### src/rtl/ex_mem_flags.sv
// EX/MEM boundary: pipeline register, Z/V/N flags, branch decision.
// Ports: EX bundle + alu_* in; mem_* bundle, flag_*, br_taken, halted out.
module ex_mem_flags #(
  parameter int DW = 16,
  parameter int RW = 4
) (
  input  logic          clk,
  input  logic          rst,
  input  logic          stall,
  input  logic          flush,
  input  logic          ex_valid,
  input  logic [DW-1:0] alu_dst,
  input  logic          alu_ov,
  input  logic          alu_zr,
  input  logic [2:0]    alu_func,
  input  logic          ex_flag_wr,
  input  logic [RW-1:0] ex_rd,
  input  logic          ex_reg_we,
  input  logic          ex_mem_re,
  input  logic          ex_mem_we,
  input  logic [DW-1:0] ex_store_data,
  input  logic          ex_hlt,
  input  logic [2:0]    br_cond,
  output logic          mem_valid,
  output logic [DW-1:0] mem_alu_out,
  output logic [RW-1:0] mem_rd,
  output logic          mem_reg_we,
  output logic          mem_mem_re,
  output logic          mem_mem_we,
  output logic          mem_hlt,
  output logic [DW-1:0] mem_store_data,
  output logic          flag_z,
  output logic          flag_v,
  output logic          flag_n,
  output logic          br_taken,
  output logic          halted
);

  typedef struct packed {
    logic          vld;
    logic [DW-1:0] alu;
    logic [RW-1:0] rd;
    logic          rwe;
    logic          re;
    logic          we;
    logic          hlt;
    logic [DW-1:0] sd;
  } ex_mem_t;

  ex_mem_t q;
  ex_mem_t d;
  logic    z_q, v_q, n_q;
  logic    z_d, v_d, n_d;
  logic    halt_q;
  logic    cap;

  assign cap = ex_valid & ~stall & ~flush & ~halt_q;

  always_comb begin
    d     = '0;
    d.vld = 1'b1;
    d.alu = alu_dst;
    d.rd  = ex_rd;
    d.rwe = ex_reg_we;
    d.re  = ex_mem_re;
    d.we  = ex_mem_we;
    d.hlt = ex_hlt;
    d.sd  = ex_store_data;
  end

  // Per-opcode flag rules; LHB keeps all flags.
  always_comb begin
    z_d = z_q;
    v_d = v_q;
    n_d = n_q;
    case (alu_func)
      3'b000, 3'b001: begin
        z_d = alu_zr;
        v_d = alu_ov;
        n_d = alu_dst[DW-1];
      end
      3'b010, 3'b011,
      3'b100, 3'b101,
      3'b110: z_d = alu_zr;
      default: ;
    endcase
  end

  // rst > flush > stall > capture/bubble.
  always_ff @(posedge clk) begin
    if (rst) begin
      q      <= '0;
      z_q    <= 1'b0;
      v_q    <= 1'b0;
      n_q    <= 1'b0;
      halt_q <= 1'b0;
    end else if (flush) begin
      q <= '0;
    end else if (!stall) begin
      if (cap) begin
        q <= d;
        if (ex_flag_wr) begin
          z_q <= z_d;
          v_q <= v_d;
          n_q <= n_d;
        end
        if (ex_hlt) halt_q <= 1'b1;
      end else begin
        q <= '0;
      end
    end
  end

  always_comb begin
    br_taken = 1'b0;
    unique case (br_cond)
      3'b000: br_taken = ~z_q;
      3'b001: br_taken = z_q;
      3'b010: br_taken = ~z_q & ~n_q;
      3'b011: br_taken = n_q;
      3'b100: br_taken = z_q | ~n_q;
      3'b101: br_taken = n_q | z_q;
      3'b110: br_taken = v_q;
      3'b111: br_taken = 1'b1;
      default: br_taken = 1'b0;
    endcase
  end

  assign mem_valid      = q.vld;
  assign mem_alu_out    = q.alu;
  assign mem_rd         = q.rd;
  assign mem_reg_we     = q.rwe;
  assign mem_mem_re     = q.re;
  assign mem_mem_we     = q.we;
  assign mem_hlt        = q.hlt;
  assign mem_store_data = q.sd;
  assign flag_z         = z_q;
  assign flag_v         = v_q;
  assign flag_n         = n_q;
  assign halted         = halt_q;

endmodule

### config.mk
export PLATFORM = sky130hd
export DESIGN_NAME = ex_mem_flags
export DESIGN_NICKNAME = d
export VERILOG_FILES = /design/src/rtl/ex_mem_flags.sv
export SDC_FILE = /design/constraint.sdc
export NUM_CORES = 1
export LEC_CHECK = 0
export ABC_CLOCK_PERIOD_IN_PS = 1400
export CORE_UTILIZATION = 35
export CTS_BUF_LIST = sky130_fd_sc_hd__clkbuf_4
export DETAILED_ROUTE_END_ITERATION = 6
export PLACE_DENSITY = 0.75
export REMOVE_ABC_BUFFERS = 1
export SLEW_MARGIN = 15
export SYNTH_ARGS = -nofsm -noshare
export SYNTH_HDL_FRONTEND = slang
export SYNTH_SLANG_ARGS = --single-unit
### constraint.sdc
create_clock -name clk -period 1.4 [get_ports clk]
set_input_delay 0.21 -clock clk [delete_from_list [all_inputs] [get_ports clk]]
set_output_delay 0.21 -clock clk [all_outputs]
set_load 0.005 [all_outputs]
Cell outlines without signal wires:
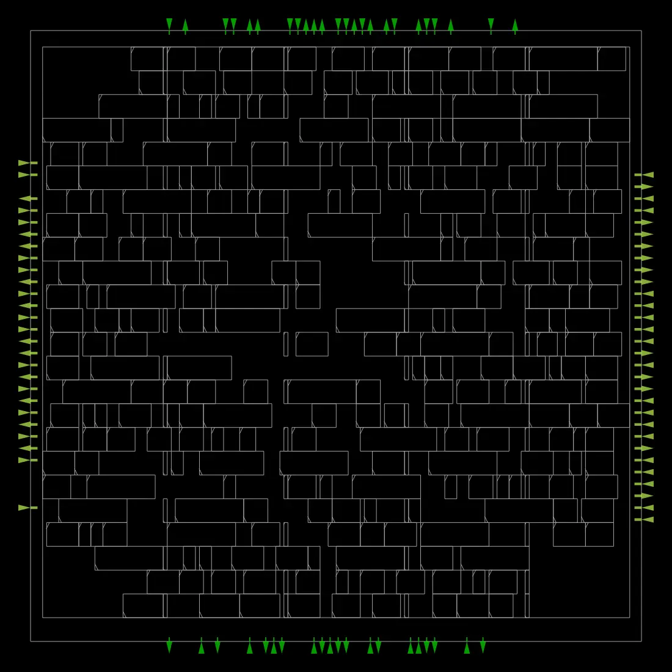
Tapcell Cnt: 52
Std-Cell Rows: 24
FF+latch count: 45
core footprint: 4384 sq um
sequential share of cell area: 33.57%

The metal 3 layer:
Bar = 20 um.
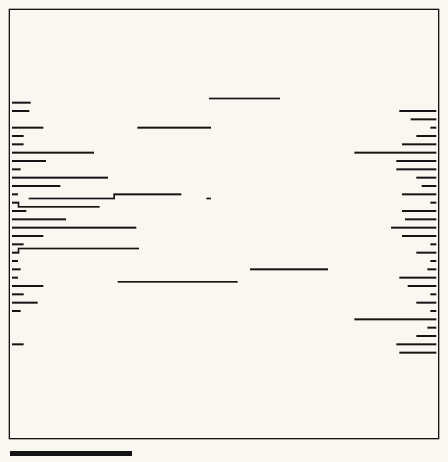
nets with wire on the layer = 58
main direction = horizontal

Placed cells, one color a class:
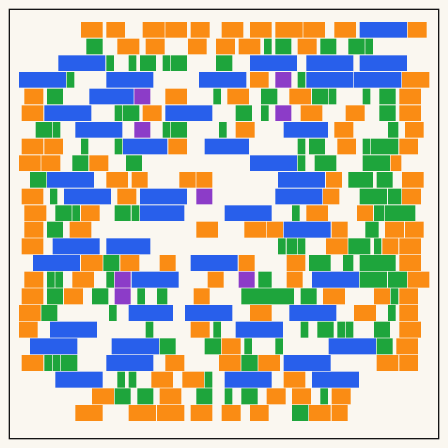
registers -> blue  # cells 45
clock drivers and dummy loads -> purple  # cells 8
remaining logic cells -> green  # cells 109
remaining buffers and delay cells -> orange  # cells 115
post-layout utilization of the core: 64.44%
final instance area: 2825 sq um

==> kinds of logic after synthesis <==
family / Yosys count / share of synthesized area (%)
AND/OR/NAND/NOR: 57 / 16.37
AND-OR/OR-AND: 45 / 20.48
flip-flops: 45 / 55.86
buffers and inverters: 16 / 4.035
multiplexers: 3 / 1.862
adder cells (fa/ha/maj): 2 / 1.396
==> cells in the final DEF (no fill, tap or decap), types with 2 or more instances in the layout <==
cell type        count
clkdlybuf4s50_1     51
nor2_1              46
dlygate4sd2_1       42
a22oi_1             40
dfxtp_2             38
buf_4               16
clkbuf_4             8
dfxtp_1              7
dlymetal6s2s_1       5
nor3b_2              3
mux2i_1              3
inv_1                2
a21oi_1              2
==> report_power, final <==
part	switching (W)	internal [W]
Clock	0.000377	0.000259
Combinational	0.000119	0.000203
Sequential	0.00000860	0.00130
==> how the worst max path moves through the flow <==
stage | from | to | slack, ns
2_1_floorplan | halted | flag_z | -0.76
3_3_place_gp | br_cond[2] | br_taken | -0.59
3_5_place_dp | br_cond[2] | br_taken | -0.60
4_1_cts | flag_n | br_taken | -0.14
5_1_grt | flag_z | br_taken | -0.24
6_report | flag_n | br_taken | -0.12
==> through the flow <==
step	instances	utilization, %	total power (W)	hold WS [ns]
after floorplan	154	-	0.001410	0.2824
after global placement	319	61.96	0.001659	0.4720
after detailed placement	319	61.96	0.001662	0.4880
after CTS	328	63.41	0.002280	0.4437
after global routing	329	64.44	0.002367	0.4625
final	329	64.44	0.002265	0.4610
==> sequential cells by signal (all words and copies together) (netlist names) <==
register and count:
mem_reg_we 1, mem_alu_out 16, flag_v 1, mem_mem_we 1, mem_store_data 16, flag_z 1
mem_rd 4, mem_hlt 1, mem_valid 1, halted 1, mem_mem_re 1, flag_n 1
==> layout make-up <==
cell class | count | share of cell area (%)
Tap cell | 52 | 2.303
Timing Repair Buffer | 115 | 37.73
Clock buffer | 8 | 2.126
Multi-Input combinational cell | 107 | 24.00
Inverter | 2 | 0.2657
Sequential cell | 45 | 33.57
==> per-layer routing <==
layer  track usage, %  vias to the layer above
li1                 -                      810
met1            23.56                      743
met2            32.26                       64
met3            6.349                        6
met4            4.667                        0
met5                0                        -
==> worst reg2reg max path, cell delays in order, from the launching register on <==
cell,delay (ns)
dfxtp_2,0.36
nor4b_4,0.19
buf_4,0.19
buf_4,0.22
a22oi_1,0.10
nor2_1,0.12
==> repair_timing <==
action                                 4_1_cts  5_1_grt
setup buffers                                1        1
resized                                     86       10
pin swaps                                    3        7
setup endpoints to repair                   47       47
hold buffers                                 0        0
endpoints found under the hold margin        0        0
==> Table 3: Implementation characteristics <==
Implementation parameters

Parameter                              Value

Routing
  Length of routed met3 wiring .................. about 350 um
  Detailed Route WL .................. about 4500 um
  Mean number of vias per cell .................. slightly below 5
  DR WL/cell .................. roughly 14 um
  Met1 wire length .................. 1950 um
  Count of antenna-violating nets left after detailed routing .................. 0
  Starting DRC count in detailed routing .................. 56
  Number of vias after detailed routing .................. around 1600
  Routed wire length on met2 .................. 2116 um
  Iteration tally of the first detailed-router pass .................. 4
  DR DRC count .................. 0
  Uppermost signal routing layer after detailed routing .................. met4

Worst setup path
  Cell chain of the critical path .................. maj3_2 > nor3b_2 > nor3_1 > buf_2
  Cell class contributing the biggest share of worst-path delay .................. flip-flops
  Critical path class .................. reg -> out
  Flop-to-flop setup slack .................. 0.15 ns
  Worst r2r src .................. halted
  Worst path required time .................. roughly 1.2 ns
  Worst path bufs/invs .................. 1
  Delay contributed by the slowest stage of the critical path .................. 0.34 ns
  Arrival time at the worst endpoint .................. between 1 and 1.5 ns
  Critical Path Stages .................. 4
  Endpoint of the lowest-slack register-to-register path .................. mem_alu_out[0]
  Number of cells traversed by the worst register-to-register path .................. 5
  Slowest library cell on the worst path .................. dfxtp_2
  Type of destination of the critical path .................. output port
  Peak fanout along the critical path .................. 2
  Type of element launching the critical path .................. register

Power
  Power density over the cells .................. 801.6 nW/um^2
  Static leakage .................. between 1 and 1.5 nW
  IR Drop Worst-Case VDD .................. 428.5 uV

Layout
  Area growth from synthesis to layout .................. 75.17%
  Antenna diodes .................. 0
  Nets@finish .................. 331
  Sequential cell area .................. about 950 sq um
  Combined area of the multi-input logic cells .................. a little under 700 sq um
  FILL cells .................. just under 400
  Fraction of final layout cells with drive strength greater than 1 .................. about a quarter

Synth
  Fraction of registers with async set/reset .................. 0%
  Count of instantiated cells in the yosys netlist .................. around 170
  Commonest register cell after synthesis .................. dfxtp_1
  Most used standard cells in the synthesized netlist .................. 46 x nor2_1, 45 x dfxtp_1, 40 x a22oi_1
  YS chip area .................. 1613 sq um
  Flops & latches, synth .................. 45
  Post-synthesis cell type with the largest instance count .................. nor2_1
  Cell area after synthesis .................. ~1600 sq um
  Unique cell types .................. 22
  Gate count of the mapped netlist .................. around 170
  Top cells by area .................. dfxtp_1 56%, a22oi_1 19%, nor2_1 11%, clkbuf_1 2.3%, mux2i_1 1.9%
  Per-instance average area after synthesis .................. ~9.6 sq um
  Total of warnings raised by yosys .................. 0
  Dominant cell type by area after synthesis .................. dfxtp_1
  Area share, top type .................. between 50% and 60%
  Flip-flops with a built-in enable .................. 0
  Synth Seq Share .................. between 50 and 60%

Placement
  Detailed-placement wirelength estimate .................. roughly 3100 um
  I/O Buffers .................. 99
  Worst setup timing slack at the placement stage .................. -0.6002 ns
  Total placed instance area .................. between 2000 and 3000 sq um
  Global placement routability congestion .................. 0.6868

Worst hold path
  Cell depth of the worst hold path .................. 3
  Path class of the lowest-slack min-delay path .................. in -> reg
  End point of the most critical hold path .................. flag_z
  Origin of the worst min-delay path .................. alu_zr

Timing
  Total Neg Setup Slack .................. -0.1220 ns
  Final Max-Slew Violation Tally .................. 0
  Layout Skew .................. roughly 0.010 ns
  Max_slew headroom .................. a little under three quarters
  Minimum setup slack in the final design .................. -0.1220 ns
  Minimum period implied by the final worst setup slack .................. approximately 1.5 ns
  Maximum operating frequency .................. between 600 and 700 MHz
  Final worst path period share .................. 108.7%
  # setup viols final .................. 1
  Unrepaired setup endpoints after global routing .................. yes
  Number of hold violations in the final report .................. 0
  Transition at the pin with the smallest max-transition slack .................. 0.4350 ns

Global route
  Number of global-route vias before repair .................. approximately 1700
  Maximum number of pins on one net before global-route repair .................. 42
  Total congestion overflow .................. 0
  Global-route usage over all layers .................. between 10% and 20%
  Number of antenna violations at the first check in global routing .................. 0
  Wire length of the first global-routing pass .................. between 7000 and 8000 um

Clocking
  # H-tree levels .................. 2
  Clock root cell .................. clkbuf_4
  CTS tree .................. yes
  Clock sinks .................. between 40 and 50
  CTS clock-pin slew for the worst setup and hold paths .................. 0.12 ns
  Clock latency at the later pin of the worst-skew pair .................. approximately 0.34 ns
  Maximum clock path buffer count .................. 2
  CTS Buf Count .................. 5

Floorplanning
  Core utilization at floorplan .................. a little under two fifths
  Chip area .................. 4883 sq um
  Horizontal die dimension .................. ~70 um
  Die boundary height .................. ~70 um
  Boundary Pins .................. ~100

Flow run
  Count of warning messages emitted by the tools .................. 27
  Max Cap Viol .................. 0

Outcome
  Run status .................. finished with violations
  Violated checks .................. setup timing
Power figures rest on the tool's default switching activity, not on a simulated workload.
